File: src/rtl/mem_wb_stage_if.sv
// mem_wb_stage_if: bundles the MEM->WB pipeline signals.
//   master : upstream MEM stage / hazard unit (drives stall, flush, MEM results)
//   slave  : the MEM/WB stage (drives the registered WB-side outputs)
// Signals:
//   stall, flush, valid_in        - pipeline control from the hazard unit
//   mem_read_data, alu_result     - full aligned memory word and ALU result/address
//   alu_code, mem_to_reg_in       - load width decode and write-back source select
//   reg_write_in, write_reg_in    - register-file write request and destination
//   wb_data, wb_reg, wb_reg_write - registered write-back to the register file
//   valid_out, misalign_err       - WB slot occupancy and sticky misaligned-load flag
//   retire_count                  - accepted-instruction counter
interface mem_wb_stage_if #(
    parameter int DATA_W = 32
);
    logic              stall;
    logic              flush;
    logic              valid_in;
    logic [DATA_W-1:0] mem_read_data;
    logic [DATA_W-1:0] alu_result;
    logic [4:0]        alu_code;
    logic              mem_to_reg_in;
    logic              reg_write_in;
    logic [4:0]        write_reg_in;
    logic [DATA_W-1:0] wb_data;
    logic [4:0]        wb_reg;
    logic              wb_reg_write;
    logic              valid_out;
    logic              misalign_err;
    logic [31:0]       retire_count;

    modport master (
        output stall, flush, valid_in, mem_read_data, alu_result, alu_code,
               mem_to_reg_in, reg_write_in, write_reg_in,
        input  wb_data, wb_reg, wb_reg_write, valid_out, misalign_err, retire_count
    );

    modport slave (
        input  stall, flush, valid_in, mem_read_data, alu_result, alu_code,
               mem_to_reg_in, reg_write_in, write_reg_in,
        output wb_data, wb_reg, wb_reg_write, valid_out, misalign_err, retire_count
    );
endinterface

File: src/rtl/mem_wb_stage.sv
// mem_wb_stage: MEM/WB pipeline register.
// Extracts and sign-extends lb/lh loads from the aligned memory word, selects
// load data or ALU result, and registers the write-back value, destination and
// write enable. Supports stall (hold) and flush (bubble, overrides stall),
// flags misaligned loads with a sticky error bit and counts accepted
// instructions.
// Ports:
//   clk   - rising-edge clock
//   rst_n - asynchronous active-low reset, clears every output
//   bus   - mem_wb_stage_if.slave, MEM-side inputs and WB-side outputs
module mem_wb_stage #(
    parameter int DATA_W = 32
) (
    input  logic           clk,
    input  logic           rst_n,
    mem_wb_stage_if.slave  bus
);
    localparam logic [4:0] CODE_LH = 5'b00111;
    localparam logic [4:0] CODE_LB = 5'b01000;

    logic [DATA_W-1:0] wb_data_q, wb_data_d;
    logic [4:0]        wb_reg_q, wb_reg_d;
    logic              wb_reg_write_q, wb_reg_write_d;
    logic              valid_q, valid_d;
    logic              misalign_err_q, misalign_err_d;
    logic [31:0]       retire_count_q, retire_count_d;

    logic [1:0]        addr;
    logic              is_lh, is_lb;
    logic [7:0]        byte_sel;
    logic [15:0]       half_sel;
    logic [DATA_W-1:0] load_data;
    logic              misaligned;
    logic [DATA_W-1:0] next_data;
    logic              next_we;
    logic              accept;

    // Load extraction and next-value computation, all on the raw inputs.
    always_comb begin
        addr  = bus.alu_result[1:0];
        is_lh = (bus.alu_code == CODE_LH);
        is_lb = (bus.alu_code == CODE_LB);

        // little-endian byte lanes
        case (addr)
            2'd0:    byte_sel = bus.mem_read_data[7:0];
            2'd1:    byte_sel = bus.mem_read_data[15:8];
            2'd2:    byte_sel = bus.mem_read_data[23:16];
            default: byte_sel = bus.mem_read_data[31:24];
        endcase
        half_sel = addr[1] ? bus.mem_read_data[31:16] : bus.mem_read_data[15:0];

        if (is_lb)      load_data = {{(DATA_W-8){byte_sel[7]}}, byte_sel};
        else if (is_lh) load_data = {{(DATA_W-16){half_sel[15]}}, half_sel};
        else            load_data = bus.mem_read_data;

        // lb can never be misaligned; anything not lb/lh is treated as lw
        if (!bus.mem_to_reg_in) misaligned = 1'b0;
        else if (is_lb)         misaligned = 1'b0;
        else if (is_lh)         misaligned = addr[0];
        else                    misaligned = (addr != 2'd0);

        // a misaligned load keeps the raw word so the trap handler can see it
        if (!bus.mem_to_reg_in) next_data = bus.alu_result;
        else if (misaligned)    next_data = bus.mem_read_data;
        else                    next_data = load_data;

        next_we = bus.valid_in & bus.reg_write_in & (bus.write_reg_in != 5'd0) & ~misaligned;
        accept  = bus.valid_in & ~bus.flush & ~bus.stall;
    end

    // Update rule: flush beats stall; stall holds everything including the counter.
    always_comb begin
        wb_data_d      = wb_data_q;
        wb_reg_d       = wb_reg_q;
        wb_reg_write_d = wb_reg_write_q;
        valid_d        = valid_q;
        misalign_err_d = misalign_err_q;
        retire_count_d = retire_count_q;
        if (bus.flush) begin
            wb_data_d      = '0;
            wb_reg_d       = '0;
            wb_reg_write_d = 1'b0;
            valid_d        = 1'b0;
        end else if (!bus.stall) begin
            wb_data_d      = next_data;
            wb_reg_d       = bus.write_reg_in;
            wb_reg_write_d = next_we;
            valid_d        = bus.valid_in;
            misalign_err_d = misalign_err_q | (accept & misaligned);
            retire_count_d = retire_count_q + {31'd0, accept};
        end
    end

    always_ff @(posedge clk or negedge rst_n) begin
        if (!rst_n) begin
            wb_data_q      <= '0;
            wb_reg_q       <= '0;
            wb_reg_write_q <= 1'b0;
            valid_q        <= 1'b0;
            misalign_err_q <= 1'b0;
            retire_count_q <= '0;
        end else begin
            wb_data_q      <= wb_data_d;
            wb_reg_q       <= wb_reg_d;
            wb_reg_write_q <= wb_reg_write_d;
            valid_q        <= valid_d;
            misalign_err_q <= misalign_err_d;
            retire_count_q <= retire_count_d;
        end
    end

    assign bus.wb_data      = wb_data_q;
    assign bus.wb_reg       = wb_reg_q;
    assign bus.wb_reg_write = wb_reg_write_q;
    assign bus.valid_out    = valid_q;
    assign bus.misalign_err = misalign_err_q;
    assign bus.retire_count = retire_count_q;
endmodule

File: src/flat_wrapper.sv
// flat-port wrapper written by rule: the top's interface ports become plain ports
module mem_wb_stage_flat 
#(
    parameter int DATA_W = 32
)
  (clk, rst_n, bus_stall, bus_flush, bus_valid_in, bus_mem_read_data, bus_alu_result, bus_alu_code, bus_mem_to_reg_in, bus_reg_write_in, bus_write_reg_in, bus_wb_data, bus_wb_reg, bus_wb_reg_write, bus_valid_out, bus_misalign_err, bus_retire_count);
  mem_wb_stage_if #(.DATA_W(DATA_W)) bus_i ();
  input  logic clk;
  input  logic rst_n;
  input wire logic [$bits(bus_i.stall)-1:0] bus_stall;
  input wire logic [$bits(bus_i.flush)-1:0] bus_flush;
  input wire logic [$bits(bus_i.valid_in)-1:0] bus_valid_in;
  input wire logic [$bits(bus_i.mem_read_data)-1:0] bus_mem_read_data;
  input wire logic [$bits(bus_i.alu_result)-1:0] bus_alu_result;
  input wire logic [$bits(bus_i.alu_code)-1:0] bus_alu_code;
  input wire logic [$bits(bus_i.mem_to_reg_in)-1:0] bus_mem_to_reg_in;
  input wire logic [$bits(bus_i.reg_write_in)-1:0] bus_reg_write_in;
  input wire logic [$bits(bus_i.write_reg_in)-1:0] bus_write_reg_in;
  output wire logic [$bits(bus_i.wb_data)-1:0] bus_wb_data;
  output wire logic [$bits(bus_i.wb_reg)-1:0] bus_wb_reg;
  output wire logic [$bits(bus_i.wb_reg_write)-1:0] bus_wb_reg_write;
  output wire logic [$bits(bus_i.valid_out)-1:0] bus_valid_out;
  output wire logic [$bits(bus_i.misalign_err)-1:0] bus_misalign_err;
  output wire logic [$bits(bus_i.retire_count)-1:0] bus_retire_count;
  assign bus_i.stall = bus_stall;
  assign bus_i.flush = bus_flush;
  assign bus_i.valid_in = bus_valid_in;
  assign bus_i.mem_read_data = bus_mem_read_data;
  assign bus_i.alu_result = bus_alu_result;
  assign bus_i.alu_code = bus_alu_code;
  assign bus_i.mem_to_reg_in = bus_mem_to_reg_in;
  assign bus_i.reg_write_in = bus_reg_write_in;
  assign bus_i.write_reg_in = bus_write_reg_in;
  assign bus_wb_data = bus_i.wb_data;
  assign bus_wb_reg = bus_i.wb_reg;
  assign bus_wb_reg_write = bus_i.wb_reg_write;
  assign bus_valid_out = bus_i.valid_out;
  assign bus_misalign_err = bus_i.misalign_err;
  assign bus_retire_count = bus_i.retire_count;
  mem_wb_stage #(.DATA_W(DATA_W)) u_core (.clk(clk), .rst_n(rst_n), .bus(bus_i));
endmodule
File: config.mk
export PLATFORM = sky130hd
export DESIGN_NAME = mem_wb_stage_flat
export DESIGN_NICKNAME = d
export VERILOG_FILES = /design/src/rtl/mem_wb_stage_if.sv /design/src/rtl/mem_wb_stage.sv /design/src/flat_wrapper.sv
export SDC_FILE = /design/constraint.sdc
export NUM_CORES = 1
export LEC_CHECK = 0
export CAP_MARGIN = 20
export CORE_MARGIN = 2
export CORE_UTILIZATION = 41
export CTS_CLUSTER_SIZE = 24
export DETAILED_ROUTE_END_ITERATION = 8
export PLACE_DENSITY = 0.75
export SLEW_MARGIN = 20
export SYNTH_ARGS = -nofsm -noshare
export SYNTH_HDL_FRONTEND = slang
export SYNTH_SLANG_ARGS = --single-unit
export TNS_END_PERCENT = 5
File: constraint.sdc
create_clock -name clk -period 1.8 [get_ports clk]
set_input_delay 0.54 -clock clk [delete_from_list [all_inputs] [get_ports clk]]
set_output_delay 0.54 -clock clk [all_outputs]
set_load 0.02 [all_outputs]
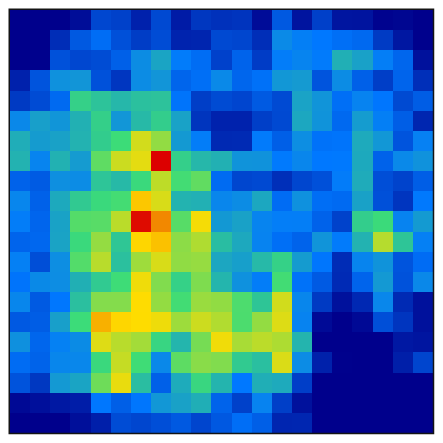
Figure 1: run 1, routed metal per tile.
Scale: 4 px per micron. 21 x 21 tiles, from dark blue (low) to red (high), scaled to the fullest tile. Values are wire area over tile area, all layers added.
nearly empty tiles: 9.5%
fullest tile: 0.78
emptiest ninth of the die: lower right
tiles over half the peak: 16%
mean over tiles: 0.23

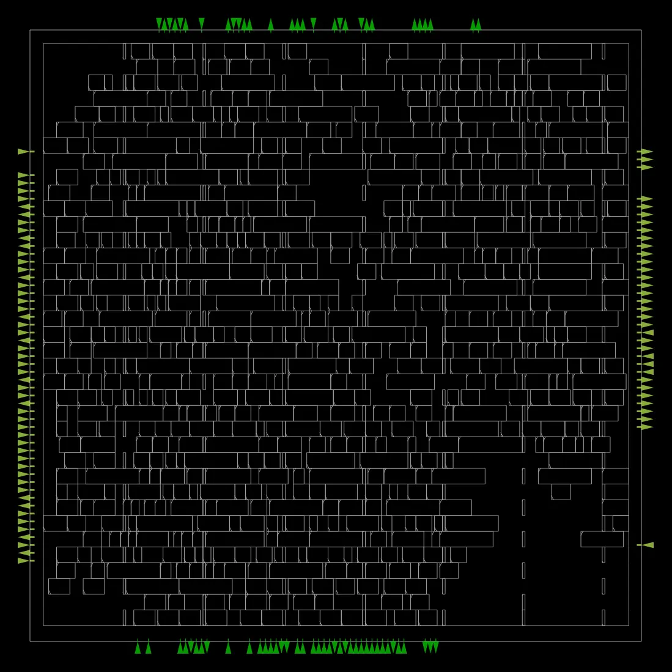
Figure 2: run 1, placement view.
total core area: 10,200 sq um
Layout Cells excl Fill: 808
tapcell count: 136

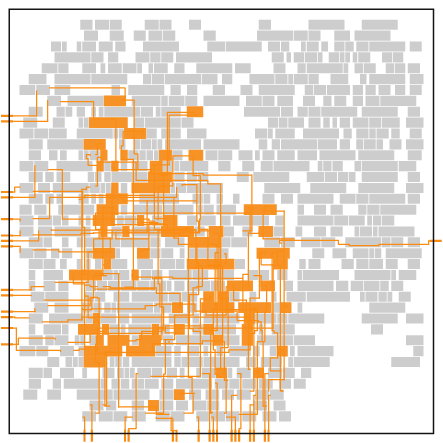
Figure 3: run 1, port wiring.
Scale: 4 px per micron.
[orange] bus_mem_read_data | bits: 32 | direction: input | edge: 17 bottom, 14 left, 1 right | end cells: 67 | wire: 2,540 microns

==> metrics.yaml, run 1 <==
power_and_ir_drop:
  power_mw: 4.38
detailed_routing:
  wl_met3_microns: 1200
  drc: 0
  routed-wl-met2_microns: 7730
  drt_iter0_drc: 269
  finalWirelength_microns: 15400
  drt_first_pass_iters: 5
  vias: 4580
  maxUsedRoutingLayer: "met4"
yosys:
  yosysSeqAreaShare_pct: 42.5
  yosysWarnings: 0
  edf_count: 0
  postSynthAreaPerCell_sq_um: 9.50
  synth_area_sq_um: 4240
  synth_top_area_share_pct: 42.5
  synth_flops: 72
  syn_nets: 529
worst_setup_path:
  crit_type: "in2reg"
  path_common_cell: "buf_6"
  regToRegSetupSlack_ns: -0.01
  cp_cell_sequence: "buf_6, or4b_4, or2_4, buf_6, a31oi_4, buf_6, o21ai_1, o21ai_1"
  critPathMaxStageDelay_ns: 0.54
  crit_required_ns: 2.07
  crit_path_end_kind: "flip-flop"
  rr_worst_depth: 5
  path_max_fanout: 6
  worstPathArrival_ns: 2.32
  path_depth: 8
  r2r-start: "u_core.bus.retire_count[10]"
grt:
  grt_max_degree: 73
  grt-ovfl-total: 0
  use_met1_pct: 34.2
  grt_pass1_vias: 4796
  grt_usage_pct: 27.6
  grt_pass1_wl_microns: 24300
  busiest_layer: "met2"
die:
  die_height_microns: 106
  die_w_microns: 106
  pin_count: 153
placement:
  dp.cells: 780
  dp_hpwl_microns: 10900
  dpl_cell_area_sq_um: 6530
  gp_congestion: 0.959
  place_ws_ns: -0.977
timing:
  hold_violations: 0
  final.setup.tns_ns: -5.66
  fmaxAchievable_mhz: 488
  max-slew-margin-rel_pct: 72.7
  finalMaxSlewViolations: 0
  fin_crit_ns: 2.05
  timing.final.ws_setup_ns: -0.249
  rsz0062_at_grt: "true"
  finClkSkew_ns: 0.00986
  setup_viol: 34
  worst_pin_slew_ns: 0.410
job:
  warnings: 29
  maxCapViolations: 0
layout:
  regArea_sq_um: 1800
  area_growth_pct: 69.8
  drive_gt1_share_pct: 29.8
  combGateArea_sq_um: 2650
  nFillCells: 803
  lay_top_count: "dfrtp_1"
  diodes: 0
clock_tree:
  clk_latency_ns: 0.35
  clk_pin_slew_worst_paths_ns: 0.08
  cts_inserted_buffers: 9
  cts.sinks: 72
  cts_max_path_buffers: 2
  postCtsSetupRepairBufs: 4
  htree_levels: 3
  cts_tree: "done"
  clockRootBuffer: "clkbuf_8"
status:
  status: "finished, violations left"
  violations: "negative setup slack"
## run 1: cells in the mapped netlist (2+ instances only)
library cell / n
dfrtp_1: 72
nand2_1: 56
o21ai_0: 33
nor2_1: 26
clkbuf_1: 24
nor3_1: 19
xnor2_1: 19
a21oi_1: 17
a21o_1: 16
o22ai_1: 15
mux2i_1: 13
nand3_1: 11
xor2_1: 11
a221oi_1: 9
o211ai_1: 9
a32oi_1: 8
mux4_2: 8
o221ai_1: 8
and3_1: 7
a221oi_2: 6
nand4_1: 6
inv_1: 5
buf_2: 4
and2_1: 3
buf_1: 3
buf_6: 3
mux2_2: 3
o21ai_1: 3
or2_2: 3
or3_1: 3
a22oi_1: 2
ha_1: 2
or4_1: 2
## run 1: logic make-up (layout without fill, tap and decap cells)
| logic type | Yosys count | after routing | share of synthesized area, % |
|---|---|---|---|
| mux | 24 | 24 | 8.12 |
| xor+xnor | 30 | 30 | 6.20 |
| compound gates | 133 | 133 | 22.2 |
| buf+inv | 40 | 266 | 4.19 |
| simple gates | 145 | 145 | 16.2 |
| fa+ha+maj | 2 | 2 | 0.590 |
| flops | 72 | 72 | 42.5 |
## run 1: report_power, final
part / total (mW) / switching, mW / internal, mW / leakage, nW
clock: 1.38 / 0.658 / 0.724 / 0.102
sequential: 1.81 / 0.0916 / 1.71 / 0.962
combinational: 1.20 / 0.604 / 0.592 / 2.48
## run 1: area by class of cell
cell class                 instances  area share (%)
inverter                           6           0.313
multi-input combinational        334            36.9
sequential                        72            25.0
clock buffer                      11            2.10
timing repair buffer             244            32.4
clock inverter                     5           0.869
tap                              136            2.36
## run 1: through the flow
stage,util [%],hold WS [ns]
floorplan,-,0.244
global placement,64.1,0.455
detailed placement,64.1,0.460
global route,70.7,0.223
finish,70.7,0.198
CTS,68.5,0.216
--- run 2 (diff from run 1) ---
- SLEW_MARGIN: 20 -> 0
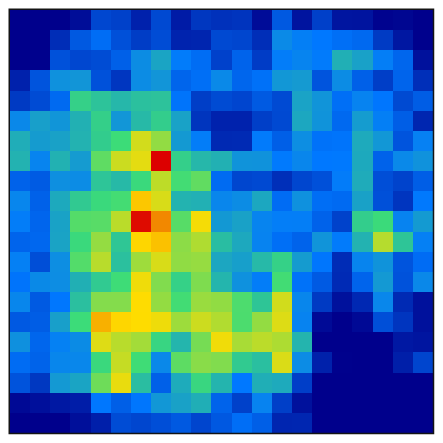
Figure 4: run 2, routed metal per tile.
Scale: 4 px per micron. 21 x 21 tiles, from dark blue (low) to red (high), scaled to the fullest tile. Values are wire area over tile area, all layers added.
emptiest ninth of the die: lower right
tiles over half the peak: 16%
mean over tiles: 0.23
nearly empty tiles: 9.5%
fullest tile: 0.78

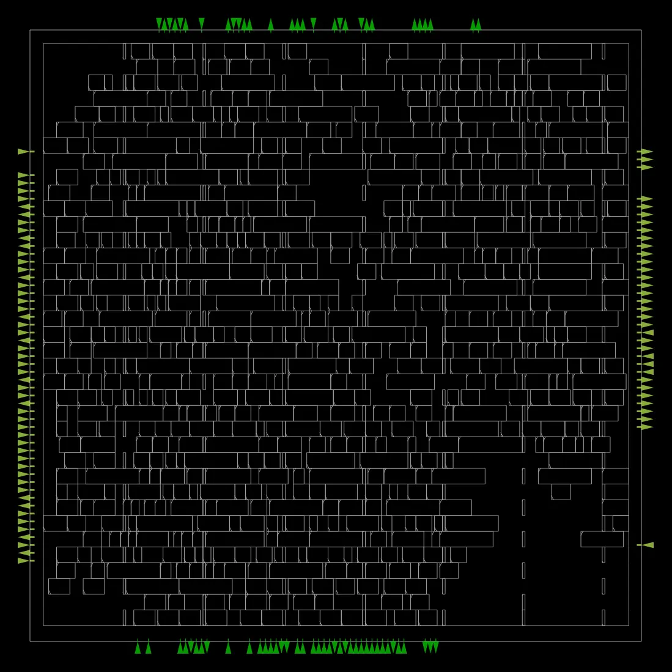
Figure 5: run 2, placement view.
fin util: 70.7%
Site Rows: 37
Seq cells: 72

==> metrics.yaml, run 2 <==
die:
  die_height_microns: 106
  dieArea_sq_um: 11200
  pin_count: 153
  fp_util_pct: 41.6
  die_w_microns: 106
  coreArea_sq_um: 10200
placement:
  port_buffers: 152
  dp_hpwl_microns: 10900
  gp_congestion: 0.959
clock_tree:
  clockRootBuffer: "clkbuf_8"
  htree_levels: 3
  cts_tree: "done"
  cts_inserted_buffers: 9
  cts.sinks: 72
  clk_pin_slew_worst_paths_ns: 0.08
  cts_max_path_buffers: 2
  cts_resized: 147
  postCtsSetupRepairBufs: 4
  clk_latency_ns: 0.35
  cts_hold_buf: 0
job:
  warnings: 29
  maxCapViolations: 0
worst_setup_path:
  path_max_fanout: 6
  regToRegSetupSlack_ns: -0.01
  r2r-start: "u_core.bus.retire_count[10]"
  timing.rr.end: "u_core.bus.retire_count[31]"
  rr_worst_depth: 5
  cpLargestDelayFamily: "simple AND/OR/NAND/NOR gates"
  startpoint: "bus_alu_code[2]"
  crit_required_ns: 2.07
  path_depth: 8
  critPathMaxStageDelay_ns: 0.54
  crit_type: "in2reg"
  worstPathArrival_ns: 2.32
  cp_cell_sequence: "buf_6, or4b_4, or2_4, buf_6, a31oi_4, buf_6, o21ai_1, o21ai_1"
  path_common_cell: "buf_6"
  path_buffers: 3
  crit_path_end_kind: "flip-flop"
timing:
  hold_violations: 0
  finClkSkew_ns: 0.00986
  period_used_pct: 114
  max-slew-margin-rel_pct: 72.7
  worst_pin_slew_ns: 0.410
  final.setup.tns_ns: -5.66
  timing.final.ws_setup_ns: -0.249
  fin_hold_ws_ns: 0.198
  setup_viol: 34
  rsz0062_at_grt: "true"
  fmaxAchievable_mhz: 488
  fin_crit_ns: 2.05
  finalMaxSlewViolations: 0
yosys:
  ys_types: 50
  syn_nets: 529
  yosysWarnings: 0
  synth_area_sq_um: 4240
  ys_sh_xor_pct: 6.20
  yosysChipArea_sq_um: 4240
  synth_flops: 72
  yosysSeqAreaShare_pct: 42.5
  synth_top_area_share_pct: 42.5
  ys_cells: 446
  edf_count: 0
  flop_cell: "dfrtp_1"
  compound_area_share_pct: 22.2
  simple_gate_area_share_pct: 16.2
  synthCells: 446
  most_common_cell: "dfrtp_1"
  adder_share_pct: 0.590
  topCombFamilyByArea: "AND-OR/OR-AND gates"
  synthMuxAreaShare_pct: 8.12
  postSynthAreaPerCell_sq_um: 9.50
  common_cells: "dfrtp_1 (72), nand2_1 (56), o21ai_0 (33)"
  synthArstFlopShare_pct: 100
  yosysTopAreaCell: "dfrtp_1"
grt:
  met2_usage_pct: 47.6
  antenna_found_initial: 0
  grt-ovfl-total: 0
  grt_pass1_vias: 4796
  grt_pass1_wl_microns: 24300
  grt_usage_pct: 27.6
  use_met3_pct: 5.26
  grt_max_degree: 73
  use_met1_pct: 34.2
  busiest_layer: "met2"
layout:
  final_net_count: 750
  nFillCells: 803
  diodes: 0
  lay_top_count: "dfrtp_1"
  combGateArea_sq_um: 2650
  lay_top_cells: "dfrtp_1 (72), buf_4 (70), clkdlybuf4s50_1 (66), dlygate4sd2_1 (59), nand2_1 (56)"
  drive_gt1_share_pct: 29.8
  area_growth_pct: 69.8
  regArea_sq_um: 1800
detailed_routing:
  routed-wl-met2_microns: 7730
  vias_per_cell: 5.67
  ant_nets: 0
  vias: 4580
  finalWirelength_microns: 15400
  wl_met3_microns: 1200
  drt_first_pass_iters: 5
  maxUsedRoutingLayer: "met4"
  drt_iter0_drc: 269
  drc: 0
  wl_per_cell_microns: 19.1
power_and_ir_drop:
  p_switching_mw: 1.35
  vdd_drop_max_mv: 0.430
  p_comb_share_pct: 27.3
  pwr-share-clk_pct: 31.5
  netSwitchingFraction_pct: 30.9
  power_mw: 4.38
  intPower_mw: 3.03
  p_leak_nw: 3.54
  share_seq_of_total_power_pct: 41.2
hold_path:
  hold_path.class: "in2async"
status:
  status: "finished, violations left"
  violations: "negative setup slack"
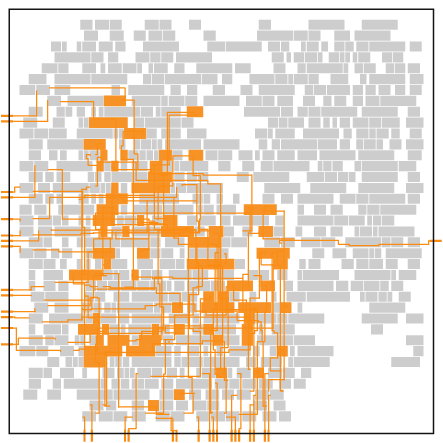
Figure 6: run 2, port wiring.
Scale: 4 px per micron.
[orange] bus_mem_read_data | bits: 32 | direction: input | edge: 17 bottom, 14 left, 1 right | end cells: 67 | wire: 2,540 microns

-- run 2: worst min-delay path by stage --
| stage | from | to | cells past startpoint | slack (ns) |
|---|---|---|---|---|
| 5_1_grt | rst_n | u_core.bus.retire_count[19] | 2 | 0.22 |
| 3_3_place_gp | u_core.bus.retire_count[31] | u_core.bus.retire_count[31] | 1 | 0.46 |
| 3_5_place_dp | u_core.bus.retire_count[31] | u_core.bus.retire_count[31] | 1 | 0.46 |
| 4_1_cts | rst_n | u_core.bus.retire_count[20] | 2 | 0.22 |
| 6_report | rst_n | u_core.bus.retire_count[25] | 2 | 0.20 |
| 2_1_floorplan | rst_n | u_core.bus.misalign_err | 0 | 0.24 |
-- run 2: metrics by stage --
stage	setup WS (ns)	instances	cell area [sq um]
after global placement	-0.940	780	6530
after detailed placement	-0.977	780	6530
after floorplan	-0.495	446	4320
after CTS	-0.203	802	6970
after global routing	-0.288	808	7200
final	-0.249	808	7200
-- run 2: layout make-up --
| cell class | count | area share, % |
|---|---|---|
| flip-flops and latches | 72 | 25.0 |
| clock inverters | 5 | 0.869 |
| well taps | 136 | 2.36 |
| multi-input cells | 334 | 36.9 |
| inverters | 6 | 0.313 |
| repair buffers | 244 | 32.4 |
| clock buffers | 11 | 2.10 |
-- run 2: logic make-up after synthesis --
| logic type | Yosys count |
|---|---|
| buffers and inverters | 40 |
| muxes | 24 |
| AOI/OAI and AO/OA | 133 |
| DFF | 72 |
| xor gates and xnor gates | 30 |
| and+or+nand+nor | 145 |
| adders and majority gates | 2 |
-- run 2: power by group through the flow --
stage               sequential (mW)  clock, mW  combinational, mW
finish                         1.81       1.38               1.20
global route                   1.82       1.48               1.27
CTS                            1.80       1.40               1.15
detailed placement             1.83          0               1.13
global placement               1.83          0               1.10
floorplan                      1.94          0              0.363
--- run 3 (diff from run 2) ---
- ABC_CLOCK_PERIOD_IN_PS: default -> 1800
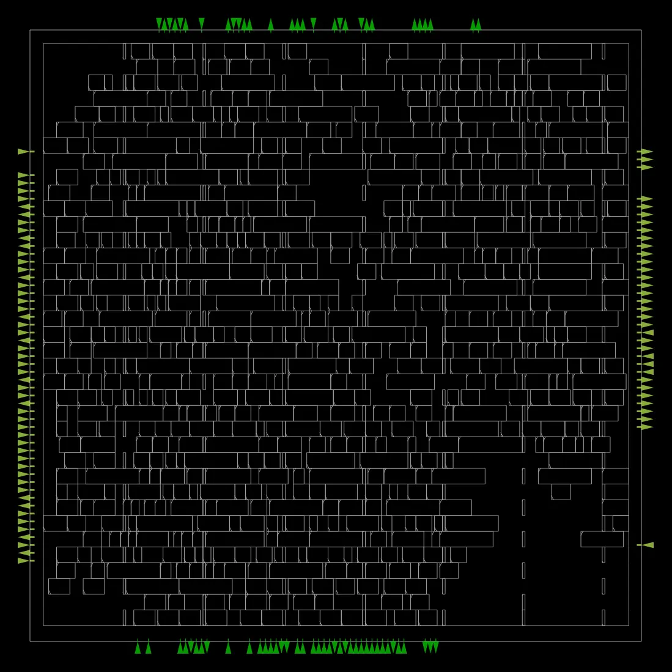
Figure 7: run 3, placement view.
sequential share of cell area: 25.0%
Fillers: 803

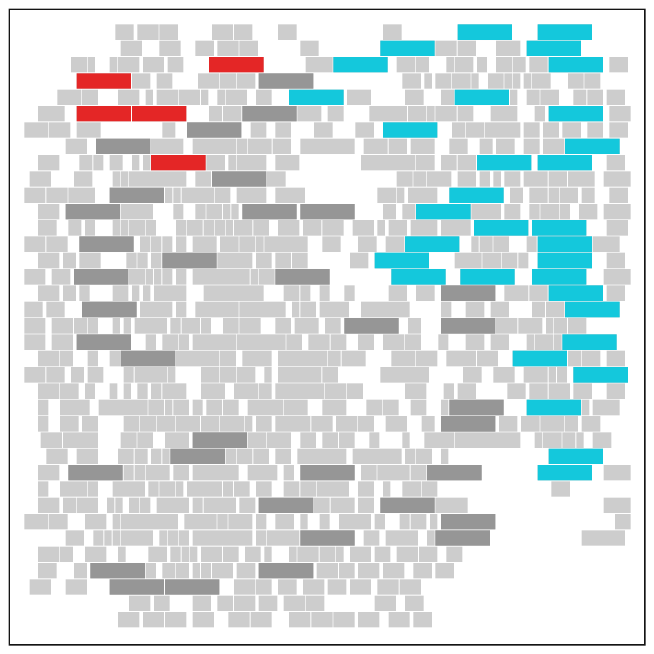
Figure 8: run 3, sequential cells grouped by signal name.
Scale: 6 px per micron. Other sequential cells in the stronger grey, the rest of the logic in the fainter grey.
[red] u_core.bus.wb_reg | flops: 5 | where: upper left
[cyan] u_core.bus.retire_count | flops: 32

==> metrics.yaml, run 3 <==
status:
  status: "finished, violations left"
  violations: "negative setup slack"
detailed_routing:
  wl_per_cell_microns: 19.1
  drt_iter0_drc: 269
  drc: 0
  ant_nets: 0
  vias: 4580
  vias_per_cell: 5.67
  drt_first_pass_iters: 5
  finalWirelength_microns: 15400
clock_tree:
  cts_inserted_buffers: 9
  clk_latency_ns: 0.35
  cts_tree: "done"
  htree_levels: 3
  clockRootBuffer: "clkbuf_8"
  cts.sinks: 72
  clk_pin_slew_worst_paths_ns: 0.08
  cts_max_path_buffers: 2
yosys:
  ys_cells: 446
  yosysChipArea_sq_um: 4240
  edf_count: 0
  synth_flops: 72
  ys_types: 50
  common_cells: "dfrtp_1 (72), nand2_1 (56), o21ai_0 (33)"
  flop_cell: "dfrtp_1"
  synth_area_sq_um: 4240
  ys_top_cells_by_area: "dfrtp_1 (43%), nand2_1 (5.0%), mux4_2 (4.3%)"
  syn_nets: 529
  synthArstFlopShare_pct: 100
  yosysWarnings: 0
  most_common_cell: "dfrtp_1"
  synth_top_area_share_pct: 42.5
  yosysTopAreaCell: "dfrtp_1"
  synthCells: 446
  yosysSeqAreaShare_pct: 42.5
  postSynthAreaPerCell_sq_um: 9.50
worst_setup_path:
  path_buffers: 3
  path_common_cell: "buf_6"
  path_max_fanout: 6
  slowest_stage: "or4b_4"
  r2r-start: "u_core.bus.retire_count[10]"
  cp_cell_sequence: "buf_6, or4b_4, or2_4, buf_6, a31oi_4, buf_6, o21ai_1, o21ai_1"
  crit_path_end_kind: "flip-flop"
  crit_required_ns: 2.07
  cpLargestDelayFamily: "simple AND/OR/NAND/NOR gates"
  critPathMaxStageDelay_ns: 0.54
  worstPathArrival_ns: 2.32
  startpoint_type: "input port"
  crit_type: "in2reg"
  startpoint: "bus_alu_code[2]"
layout:
  fin_area_sq_um: 7200
  lay_top_count: "dfrtp_1"
  area_growth_pct: 69.8
  drive_gt1_share_pct: 29.8
  final_net_count: 750
  post-route-util_pct: 70.7
  fin_cells: 808
  lay_top_cells: "dfrtp_1 (72), buf_4 (70), clkdlybuf4s50_1 (66), dlygate4sd2_1 (59), nand2_1 (56)"
  diodes: 0
timing:
  rsz0062_at_grt: "true"
  finClkSkew_ns: 0.00986
  final.setup.tns_ns: -5.66
  setup_viol: 34
  worst_pin_slew_ns: 0.410
  period_used_pct: 114
  hold_violations: 0
  timing.final.ws_setup_ns: -0.249
  max-slew-margin-rel_pct: 72.7
  fin_crit_ns: 2.05
  finalMaxSlewViolations: 0
  fin_hold_ws_ns: 0.198
  fmaxAchievable_mhz: 488
placement:
  place_ws_ns: -0.977
  dpl_cell_area_sq_um: 6530
  dp.cells: 780
  port_buffers: 152
  gp_congestion: 0.959
  dp_hpwl_microns: 10900
hold_path:
  hold_path.class: "in2async"
die:
  pin_count: 153
  row_count: 37
  dieArea_sq_um: 11200
  die_height_microns: 106
  fp_util_pct: 41.6
  coreArea_sq_um: 10200
  die_w_microns: 106
grt:
  grt-ovfl-total: 0
  grt_usage_pct: 27.6
  grt_max_degree: 73
  grt_pass1_vias: 4796
  grt_pass1_wl_microns: 24300
  antenna_found_initial: 0
power_and_ir_drop:
  power_mw: 4.38
  vdd_drop_max_mv: 0.430
  power_density_nw_per_um2: 609
  p_leak_nw: 3.54
job:
  warnings: 29
  maxCapViolations: 0
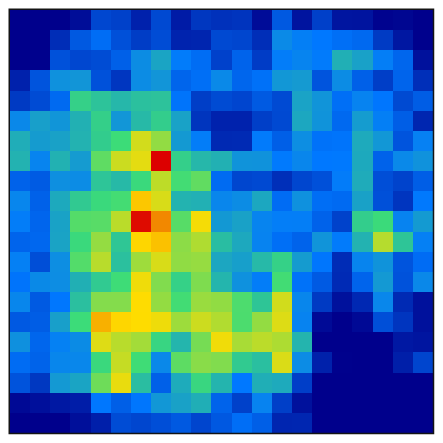
Figure 9: run 3, routed metal per tile.
Scale: 4 px per micron. 21 x 21 tiles, from dark blue (low) to red (high), scaled to the fullest tile. Values are wire area over tile area, all layers added.
emptiest ninth of the die: lower right
fullest tile: 0.78
nearly empty tiles: 9.5%
mean over tiles: 0.23
tiles over half the peak: 16%

==> run 3: path summary, 6_finish.rpt <==
kind | endpoint | slack, ns | cells after the start
max | u_core.bus.wb_data[31] | -0.25 | 8
min | u_core.bus.retire_count[25] | 0.20 | 2
max reg2reg | u_core.bus.retire_count[31] | -0.01 | 5
min reg2reg | u_core.bus.retire_count[31] | 0.46 | 1
max in group asynchronous | u_core.bus.wb_data[6] | 1.28 | 2
min in group clk | u_core.bus.retire_count[31] | 0.46 | 1
==> run 3: timing repair <==
action | 4_1_cts | 5_1_grt
endpoints found under the setup margin | 132 | 72
buffers inserted | 4 | 6
gates cloned | 2 | 0
pin swaps | 30 | 21
hold buffers | 0 | 0
hold endpoints to repair | 0 | 0
gates resized | 147 | 53
==> run 3: cell type report <==
type	instances	area [sq um]
Fill cell	803	2990
Sequential cell	72	1800
Tap cell	136	170
Timing Repair Buffer	244	2330
Clock buffer	11	151
Multi-Input combinational cell	334	2650
Clock inverter	5	62.6
Inverter	6	22.5
==> run 3: kinds of logic (layout without fill, tap and decap cells) <==
kind of cell / count (synthesis) / count (layout) / synth area share, %
simple gates: 145 / 145 / 16.2
compound gates: 133 / 133 / 22.2
flops: 72 / 72 / 42.5
buf+inv: 40 / 266 / 4.19
xor+xnor: 30 / 30 / 6.20
mux: 24 / 24 / 8.12
fa+ha+maj: 2 / 2 / 0.590
==> run 3: where the power goes <==
part / internal (mW) / switching (mW) / total (mW) / leakage, nW
logic: 0.592 / 0.604 / 1.20 / 2.48
clock network: 0.724 / 0.658 / 1.38 / 0.102
registers: 1.71 / 0.0916 / 1.81 / 0.962
==> run 3: per-layer routing <==
layer,routed length [microns],GRT usage [%]
met1,5940,34.2
met2,7730,47.6
met3,1200,5.26
met4,527,10.5
met5,0,0
Power is estimated from default activity; no workload was simulated.
